## config.mk

```make
export PLATFORM = sky130hd
export DESIGN_NAME = sort_arbiter
export DESIGN_NICKNAME = d
export VERILOG_FILES = /design/src/rtl/sort_arb_pkg.sv /design/src/rtl/sort_arbiter_rr_pick.sv /design/src/rtl/sort_arbiter.sv
export SDC_FILE = /design/constraint.sdc
export NUM_CORES = 1
export LEC_CHECK = 0
export CORE_MARGIN = 2
export CORE_UTILIZATION = 35
export DETAILED_ROUTE_END_ITERATION = 10
export GPL_TIMING_DRIVEN = 0
export SLEW_MARGIN = 20
export SYNTH_ARGS = -nofsm -noshare
export SYNTH_HDL_FRONTEND = slang
export SYNTH_SLANG_ARGS = --single-unit
```

## constraint.sdc

```tcl
create_clock -name clk -period 1.65 [get_ports clk]
set_input_delay 0.33 -clock clk [delete_from_list [all_inputs] [get_ports clk]]
set_output_delay 0.33 -clock clk [all_outputs]
set_load 0.01 [all_outputs]
```

## src/rtl/sort_arb_pkg.sv

```systemverilog
// sort_arb_pkg: shared FSM encoding, default sizing and one-hot helper for sort_arbiter.
package sort_arb_pkg;

    localparam int unsigned DEF_NUM_REQ        = 4;
    localparam int unsigned DEF_TIMEOUT_CYCLES = 4096;
    localparam int unsigned MAX_REQ            = 8;
    localparam int unsigned MAX_IDX_W          = 3;
    localparam int unsigned STATE_W            = 3;

    typedef enum logic [STATE_W-1:0] {
        ST_IDLE  = 3'd0,
        ST_START = 3'd1,
        ST_RUN   = 3'd2,
        ST_ACK   = 3'd3,
        ST_ABORT = 3'd4
    } state_e;

    // Bit 'pos' of the one-hot code for index 'idx'.
    function automatic logic onehot_bit(input logic [MAX_IDX_W-1:0] idx, input int unsigned pos);
        return (32'(idx) == pos);
    endfunction

endpackage

```

## src/rtl/sort_arbiter_rr_pick.sv

```systemverilog
// rr_pick: combinational round-robin picker; searches from last_winner+1 with wrap.
module rr_pick
    import sort_arb_pkg::*;
#(
    parameter int unsigned NUM_REQ = DEF_NUM_REQ,
    localparam int unsigned IDX_W  = $clog2(NUM_REQ)
) (
    input  logic [NUM_REQ-1:0] req,
    input  logic [IDX_W-1:0]   last_winner,
    output logic [NUM_REQ-1:0] pick,
    output logic [IDX_W-1:0]   pick_idx
);

    logic        found;
    int unsigned cand;

    always_comb begin
        found    = 1'b0;
        cand     = 0;
        pick_idx = '0;
        for (int unsigned i = 1; i <= NUM_REQ; i++) begin
            cand = (32'(last_winner) + i) % NUM_REQ;
            if (!found && req[IDX_W'(cand)]) begin
                found    = 1'b1;
                pick_idx = IDX_W'(cand);
            end
        end
    end

    for (genvar j = 0; j < NUM_REQ; j++) begin : g_pick
        assign pick[j] = found && onehot_bit(MAX_IDX_W'(pick_idx), j);
    end

endmodule

```

## src/rtl/sort_arbiter.sv

```systemverilog
// sort_arbiter: round-robin sharing of one sort engine among NUM_REQ requesters.
// Define SORT_ARB_TIMEOUT_EN to add the per-job watchdog with engine abort.
module sort_arbiter
    import sort_arb_pkg::*;
#(
    parameter int unsigned NUM_REQ        = DEF_NUM_REQ,
    parameter int unsigned TIMEOUT_CYCLES = DEF_TIMEOUT_CYCLES
) (
    input  logic               clk,
    input  logic               rst,
    input  logic [NUM_REQ-1:0] req,
    output logic [NUM_REQ-1:0] gnt,
    output logic [NUM_REQ-1:0] ack,
    output logic [NUM_REQ-1:0] err,
    output logic               eng_start,
    input  logic               eng_done,
    output logic               eng_rst,
    output logic               busy
);

    localparam int unsigned IDX_W = $clog2(NUM_REQ);

    localparam logic [STATE_W-1:0] S_IDLE  = STATE_W'(ST_IDLE);
    localparam logic [STATE_W-1:0] S_START = STATE_W'(ST_START);
    localparam logic [STATE_W-1:0] S_RUN   = STATE_W'(ST_RUN);
    localparam logic [STATE_W-1:0] S_ACK   = STATE_W'(ST_ACK);
    localparam logic [STATE_W-1:0] S_ABORT = STATE_W'(ST_ABORT);

    if (NUM_REQ < 2 || NUM_REQ > MAX_REQ || TIMEOUT_CYCLES < 3) begin : g_param_check
        $error("sort_arbiter: unsupported NUM_REQ or TIMEOUT_CYCLES");
    end

    logic [STATE_W-1:0] state, state_nxt;
    logic [NUM_REQ-1:0] gnt_nxt, ack_nxt, pick;
    logic [IDX_W-1:0]   last_winner, last_winner_nxt;
    logic [IDX_W-1:0]   win_idx, win_idx_nxt, pick_idx;
    logic               start_nxt;
    logic               done_q, done_rise;

`ifdef SORT_ARB_TIMEOUT_EN
    localparam int unsigned CNT_W = $clog2(TIMEOUT_CYCLES);
    // Abort lands exactly TIMEOUT_CYCLES cycles after the start pulse.
    localparam logic [CNT_W-1:0] CNT_LAST = CNT_W'(TIMEOUT_CYCLES - 2);

    logic [CNT_W-1:0]   cnt, cnt_nxt;
    logic [NUM_REQ-1:0] err_nxt;
    logic               eng_rst_nxt;
`endif

    rr_pick #(.NUM_REQ(NUM_REQ)) u_pick (
        .req         (req),
        .last_winner (last_winner),
        .pick        (pick),
        .pick_idx    (pick_idx)
    );

    // Edge, not level: a done left high by the previous job must not finish this one.
    assign done_rise = eng_done & ~done_q;

    always_comb begin
        state_nxt       = state;
        gnt_nxt         = gnt;
        ack_nxt         = '0;
        start_nxt       = 1'b0;
        last_winner_nxt = last_winner;
        win_idx_nxt     = win_idx;
`ifdef SORT_ARB_TIMEOUT_EN
        err_nxt         = '0;
        eng_rst_nxt     = 1'b0;
        cnt_nxt         = cnt;
`endif
        case (state)
            S_IDLE: begin
                gnt_nxt = '0;
                if (|req) begin
                    state_nxt   = S_START;
                    gnt_nxt     = pick;
                    win_idx_nxt = pick_idx;
                    start_nxt   = 1'b1;
                end
            end
            S_START: begin
                state_nxt = S_RUN;
`ifdef SORT_ARB_TIMEOUT_EN
                cnt_nxt   = '0;
`endif
            end
            S_RUN: begin
                if (done_rise) begin
                    state_nxt = S_ACK;
                    ack_nxt   = gnt;
                end
`ifdef SORT_ARB_TIMEOUT_EN
                else if (cnt == CNT_LAST) begin
                    state_nxt   = S_ABORT;
                    err_nxt     = gnt;
                    eng_rst_nxt = 1'b1;
                end else begin
                    cnt_nxt = cnt + CNT_W'(1);
                end
`endif
            end
            S_ACK, S_ABORT: begin
                state_nxt       = S_IDLE;
                gnt_nxt         = '0;
                last_winner_nxt = win_idx;
            end
            default: begin
                state_nxt = S_IDLE;
                gnt_nxt   = '0;
            end
        endcase
    end

    always_ff @(posedge clk) begin
        if (rst) begin
            state       <= S_IDLE;
            gnt         <= '0;
            ack         <= '0;
            eng_start   <= 1'b0;
            busy        <= 1'b0;
            last_winner <= IDX_W'(NUM_REQ - 1);
            win_idx     <= '0;
            done_q      <= 1'b0;
        end else begin
            state       <= state_nxt;
            gnt         <= gnt_nxt;
            ack         <= ack_nxt;
            eng_start   <= start_nxt;
            busy        <= (state_nxt != S_IDLE);
            last_winner <= last_winner_nxt;
            win_idx     <= win_idx_nxt;
            done_q      <= eng_done;
        end
    end

`ifdef SORT_ARB_TIMEOUT_EN
    always_ff @(posedge clk) begin
        if (rst) begin
            cnt     <= '0;
            err     <= '0;
            eng_rst <= 1'b0;
        end else begin
            cnt     <= cnt_nxt;
            err     <= err_nxt;
            eng_rst <= eng_rst_nxt;
        end
    end
`else
    assign err     = '0;
    assign eng_rst = 1'b0;
`endif

endmodule

```

Run 1, cells by drive strength:
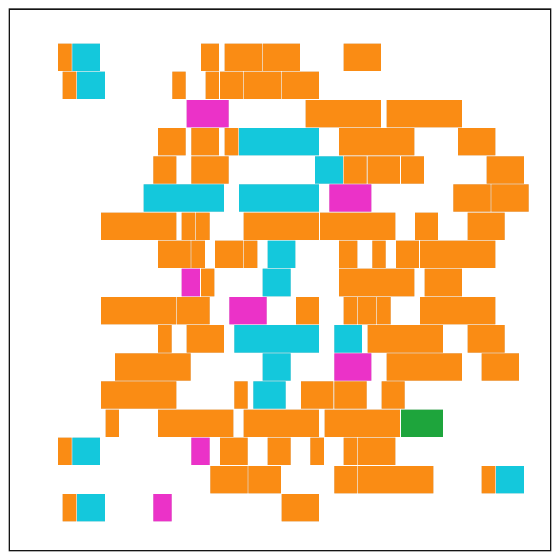
| colour | size | cells |
|---|---|---|
| magenta | _2 cells | 7 |
| green | _6 and larger | 1 |
| cyan | _3 and _4 cells | 15 |
| orange | _0 and _1 cells | 80 |
Final Cell Area: 1050 sq um
setup ws final: 0.0659 ns
count of plain and timing-repair buffers: 26
synth-to-layout area growth: 29.7%

Run 1, placement by cell class:
Scale bar: 20 um. Fill, decap, tap and diode cells in grey.
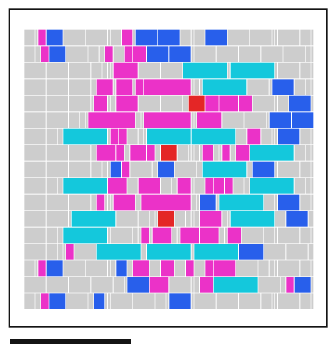
| colour | class | cells |
|---|---|---|
| magenta | combinational and other logic | 56 |
| blue | remaining buffers and delay cells | 26 |
| cyan | sequential cells | 18 |
| red | clock drivers | 3 |

==> results.py, run 1 <==
# Synthesis and PnR figures
metrics = {
    "outcome": {
        "status": "finished clean",
    },
    "finish": {
        "diodes": 0,
        "num-nets-final": 112,
        "nNonClkInverters": 2,
    },
    "routing": {
        "routedWlPerCell_um": 10.3,
        "wl_met1_um": 591,
    },
    "place": {
        "dp_hpwl_um": 1010,
        "routabilityCongestion": 0.633,
    },
    "die": {
        "nWellTaps": 28,
        "fp.dieH_um": 52.2,
    },
    "setup_path": {
        "crit_arrival_ns": 1.77,
        "cp-start-kind": "input pin",
    },
    "power": {
        "p_clk_share_pct": 24.2,
        "powerClk_mw": 0.202,
    },
    "sta": {
        "max_freq_mhz": 631,
        "fin_crit_sh_pct": 96.0,
        "rsz0062_at_grt": "false",
    },
    "synthesis": {
        "ys_sh_xor_pct": 1.08,
        "topCombFamilyByArea": "simple AND/OR/NAND/NOR gates",
        "simple_gate_area_share_pct": 25.6,
        "netlist_instances": 78,
    },
    "grt": {
        "gr-usage-met3_pct": 2.59,
        "antenna_found_initial": 0,
        "grt_pass1_wl_um": 2300,
    },
    "clock_tree": {
        "postCtsSetupBuffers": 0,
        "clk_path_buf_depth": 2,
    },
}
Run 1, met2 routing:
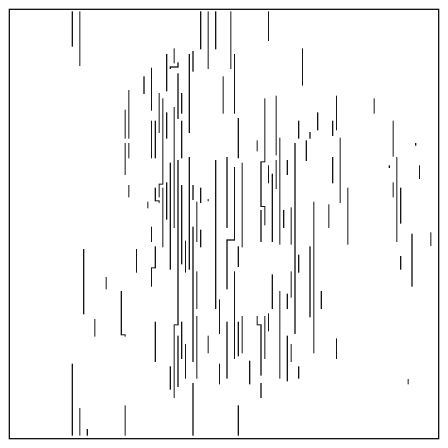
longest straight run: 23.1 um
nets with wire on the layer: 95
share of all routed wire: 50%

[run 1: cell families (layout without fill, tap and decap cells)]
family,after synthesis,count (layout)
other cells,1,6
xor+xnor,1,1
buf+inv,11,31
flops,18,18
mux,3,3
compound gates,13,13
simple gates,31,31
[run 1: critical path, stage by stage]
cell,delay (ns)
clkdlybuf4s50_1,0.57
nor2b_1,0.22
a21oi_1,0.06
o221a_2,0.32
a32o_2,0.27
[run 1: final timing paths]
check                start              to  slack (ns)  cells after the start
setup / recovery    req[1]          gnt[2]        0.07                      5
hold / removal         rst      win_idx[0]        0.37                      2
setup reg to reg  state[1]  last_winner[1]        0.33                      5
hold reg to reg     gnt[1]          gnt[1]        0.46                      2
Run 1, gate-type map:
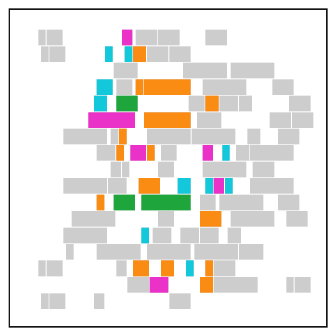

==> run 2, diff against run 1 <==
--- a/config.mk
+++ b/config.mk
@@ -5,11 +5,12 @@
 export SDC_FILE = /design/constraint.sdc
 export NUM_CORES = 1
 export LEC_CHECK = 0
+export ABC_AREA = 1
 export CORE_MARGIN = 2
 export CORE_UTILIZATION = 35
 export DETAILED_ROUTE_END_ITERATION = 10
 export GPL_TIMING_DRIVEN = 0
-export SLEW_MARGIN = 20
+export SLEW_MARGIN = 10
 export SYNTH_ARGS = -nofsm -noshare
 export SYNTH_HDL_FRONTEND = slang
 export SYNTH_SLANG_ARGS = --single-unit
Run 2, gate-type map:
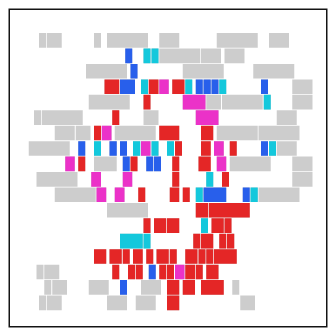
| colour | family | cells |
|---|---|---|
| red | nand cells | 54 |
| blue | nor cells | 18 |
| magenta | aoi and oai cells | 13 |
| cyan | inv cells | 17 |

Run 2, clock wiring as the flow saved it:
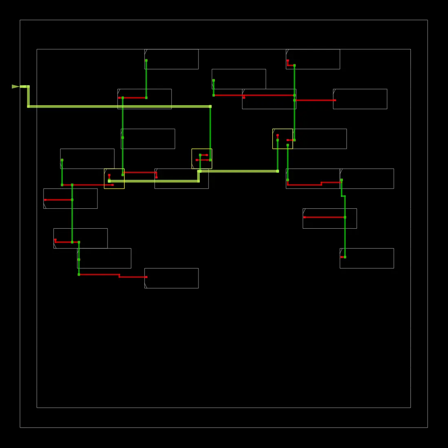
cts bufs inserted: 3
final-layout clock buffer total: 3
Clk. pwr: 0.203 mW
clk_skew: 0.00118 ns
# clock sinks: 18

Run 2, placement by cell class:
Scale bar: 20 um. Fill, decap, tap and diode cells in grey.
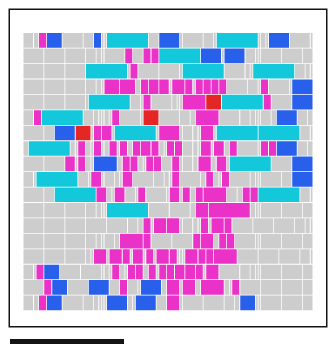
| colour | class | cells |
|---|---|---|
| blue | remaining buffers and delay cells | 22 |
| cyan | sequential cells | 18 |
| magenta | combinational and other logic | 108 |
| red | clock drivers | 3 |
std cell rows: 18
final core utilization: 46.5%
sequential share of cell area: 31.0%
core area: 2500 sq um
Final Cell Area: 1160 sq um

==> run 2 against run 1 <==
Synthesized cell count is 64% higher. Flip-flop count stayed put. Count of clock-buffer cells in the layout stayed put. First-iteration DRC count went up to 2.7 times the previous value. Design area is 10% higher. Cell count is 38% higher. Core utilization is 1.1 points lower. Via count is 31% higher. Sequential share of layout area is 3.2 points lower. Clock skew is 0.0034 ns lower. Critical path depth is 4 lower. Critical path type is now reg2out.
==> results.py, run 2 <==
# Synthesis and PnR figures
metrics = {
    "outcome": {
        "status": "finished clean",
    },
    "setup_path": {
        "rrSetupSlack_ns": 0.31,
        "crit_start": "gnt[1]",
        "cp-start-kind": "flop",
        "crit_arrival_ns": 1.18,
        "cpPeakStageDelay_ns": 0.54,
        "crit_cells": 1,
        "worst_r2r_endpoint": "gnt[3]",
    },
    "grt": {
        "antenna_found_initial": 0,
        "grt_pass1_wl_um": 2980,
    },
    "clock_tree": {
        "postCtsSetupBuffers": 0,
        "clk_path_buf_depth": 2,
    },
    "sta": {
        "max_freq_mhz": 660,
    },
    "synthesis": {
        "ys_sh_xor_pct": 0,
        "simple_gate_area_share_pct": 39.5,
        "topCombFamilyByArea": "simple AND/OR/NAND/NOR gates",
    },
    "power": {
        "p_clk_share_pct": 20.8,
    },
    "routing": {
        "routedWlPerCell_um": 8.94,
    },
    "die": {
        "fp.dieH_um": 55.7,
    },
    "min_path": {
        "hold_depth": 2,
        "hold_path.startpoint": "rst",
    },
    "finish": {
        "area_growth_pct": 24.5,
        "signal_buffers": 22,
        "diodes": 0,
    },
    "place": {
        "routabilityCongestion": 0.720,
    },
}
==> run 2: netlist changes by cell type after synthesis, moves of 4 or more <==
cell,before,now
and2_1,4,0
inv_1,2,13
nand2_1,7,28
nand2_2,0,14
nand3_1,0,5
nor2_1,6,16
o21ai_0,0,4
==> run 2: kinds of logic after synthesis <==
family	after synthesis
AOI/OAI and AO/OA	13
buffers and inverters	24
DFF	18
other	1
and+or+nand+nor	72
==> run 2: routing by layer <==
metal | GRT usage, % | wire length [um]
met3 | 4.88 | 98
met4 | 2.09 | 0
met1 | 14.9 | 758
met2 | 19.7 | 762
met5 | 0 | 0
No activity file was given, so power comes from the tool's default toggle rates.
